==> config.mk <==
export PLATFORM = sky130hd
export DESIGN_NAME = mdu_issue_ctrl
export DESIGN_NICKNAME = d
export VERILOG_FILES = /design/src/rtl/mdu_issue_ctrl.sv
export SDC_FILE = /design/constraint.sdc
export NUM_CORES = 1
export LEC_CHECK = 0
export ABC_AREA = 1
export CAP_MARGIN = 20
export CORE_AREA = 2 2 131 133
export DETAILED_ROUTE_END_ITERATION = 8
export DIE_AREA = 0 0 133 135
export GPL_TIMING_DRIVEN = 0
export PLACE_DENSITY_LB_ADDON = 0.15
export RECOVER_POWER = 50
export SLEW_MARGIN = 20
export SYNTH_ARGS = -nofsm -noshare
export SYNTH_HDL_FRONTEND = slang
export SYNTH_SLANG_ARGS = --single-unit
==> constraint.sdc <==
create_clock -name clk -period 1.67 [get_ports clk]
set_clock_uncertainty 0.15 [all_clocks]
set_input_delay 0.167 -clock clk [delete_from_list [all_inputs] [get_ports clk]]
set_output_delay 0.167 -clock clk [all_outputs]
set_load 0.1 [all_outputs]
==> images/met1.png <==
Bar = 50 um. Supply wires on this layer in grey.
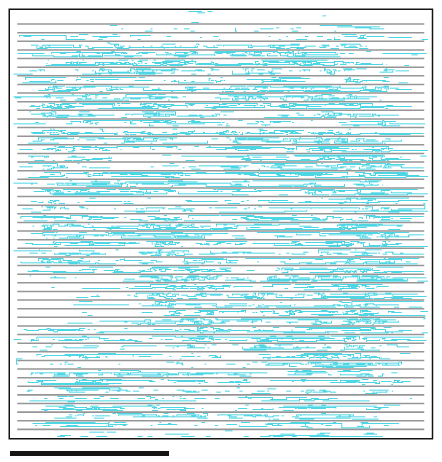
nets with wire on the layer: 1,353
main direction: horizontal
share of all routed wire: 40%
longest straight run: 52.4 um
final WL: 26,200 um
GR Util met1: 34.1%
vias: 7,407

==> images/met2.png <==
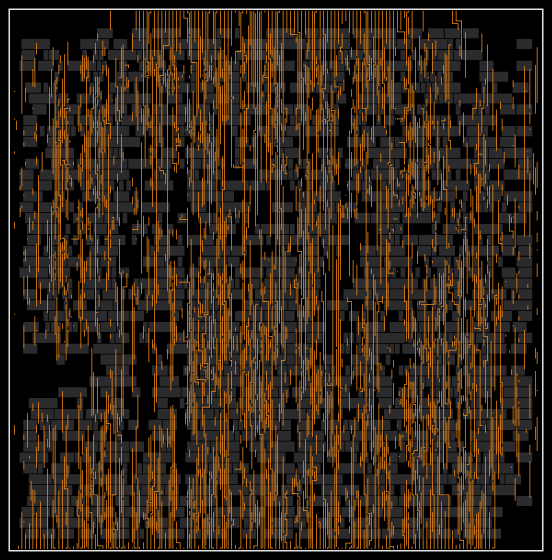
nets with wire on the layer: 1,235
main direction: vertical
wire length on this layer: 13,000 um
Global Route met2 Usage: 50.8%

==> images/met3.png <==
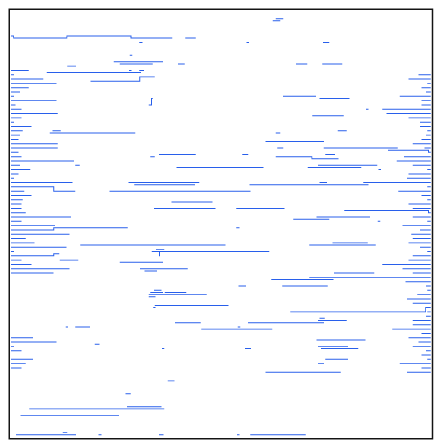
nets with wire on the layer: 191
wire length on this layer: 1,990 um
share of all routed wire: 7.6%
met3 GRT Util: 6.76%

==> images/met4.png <==
Supply wires on this layer in grey.
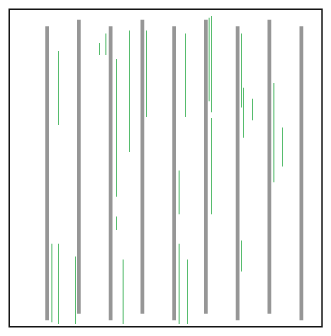
main direction: vertical
share of all routed wire: 2.6%

==> images/final_congestion.png <==
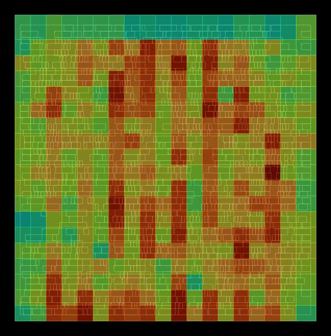
Finished Core Util: 71.5%
gr busiest metal: met2
WL per Instance: 16.7 um
gr usage total: 28.6%

==> run summary <==
run metrics: Area after DPL 9600 um2, Floorplan Nets 1,150, pin count of the biggest net entering global routing 14, Netlist Area Pre-Place 5230 um2, main flop type dfxtp_1, placeable core area 16,400 um2, die height 135 um, final setup fails 139, Pleak 5.12 nW, max-slew violation count 0, critical path endpoint category output pin, # clk buffers 10, endpoints failing hold 0, Top cells excl fill/tap 360 x nand2_1, 199 x clkdlybuf4s50_1, 133 x nor2_1, 79 x buf_12, 74 x inv_1, Seq cells post-synth 74, Final WS setup -0.588 ns, largest cell class by area buffers, Seq/Total Area, Yosys 28.3%, last weighted congestion value of the routability-driven placer 0.834, Reg2Reg Setup Slack -0.50 ns, Late-Pin Clk Latency 0.35 ns, Yosys top cell by instances nand2_1, area leader, netlist dfxtp_1, asr flop ratio synth 0%, gate count of the mapped netlist 946, DR iter-0 viols 474, worst r2r path cells 16, yosys stat area 5230 um2, initial core utilization 31.9%, #MultiIn Comb 734, Num CTS Buffers 9, PD cells 729 nW/um2, CTS tree yes, Worst-path clk slew 0.06 ns, ANT nets after route 0, failing checks negative setup slack, boundary pin count 336, Mean Syn Cell Area 5.53 um2, Max FO, Critical Path 10, DR pass1 iterations 8, top post-synthesis cells by count 386 x nand2_1, 178 x nor2_1, 75 x inv_1, 74 x dfxtp_1, 66 x nand3b_1, status complete, but fails checks, # clock sinks 74, root buf cell clkbuf_16, number of synthesized flops with an enable pin 0, diode count 0
routing by layer:
metal | global-route usage, % | routed length, um | vias up
met5 | 0 | 0 | -
met4 | 9.50 | 684 | 0
met3 | 6.76 | 1990 | 51
met2 | 50.8 | 13000 | 287
met1 | 34.1 | 10500 | 3379
li1 | - | - | 3690
what timing repair did:
action / CTS / global route
pin swaps: 33 / 17
setup buffers: 37 / 4
cloned: 12 / 0
endpoints found under the setup margin: 206 / 142
resized: 944 / 19
worst max-delay path, stage by stage (launching register included):
cell     delay [ns]
dfxtp_4        0.35
inv_4          0.06
nand3_4        0.12
nand2_1        0.09
nand4_1        0.15
inv_2          0.10
nand2_4        0.07
buf_12         0.16
buf_12         0.16
nor2_4         0.12
buf_12         0.18
through the flow:
stage / hold slack, ns / setup TNS (ns) / instances / setup slack, ns / total power, mW
global placement: 0.306 / -173.24 / 1501 / -1.79 / 5.70
CTS: 0.281 / -68.65 / 1564 / -0.594 / 8.51
finish: 0.316 / -68.40 / 1566 / -0.588 / 8.55
global route: 0.333 / -82.01 / 1566 / -0.678 / 8.87
detailed placement: 0.310 / -173.54 / 1501 / -1.81 / 5.71
floorplan: 0.208 / -19.13 / 946 / -0.335 / 4.55
cells by family (layout without fill, tap and decap cells):
logic type                 after synthesis  after routing  share of synthesized area [%]
xor gates and xnor gates                 3              3                          0.502
adders and majority gates                1              1                          0.239
buffers and inverters                  138            538                           10.8
and+or+nand+nor                        686            686                           56.0
DFF                                     74             74                           28.3
AOI/OAI and AO/OA                       44             44                           4.21
power by group:
| group | total, mW | switching (mW) | internal, mW |
|---|---|---|---|
| Sequential | 1.94 | 0.0642 | 1.88 |
| Combinational | 4.42 | 2.75 | 1.67 |
| Clock | 2.18 | 0.832 | 1.35 |
Power figures rest on the tool's default switching activity, not on a simulated workload.
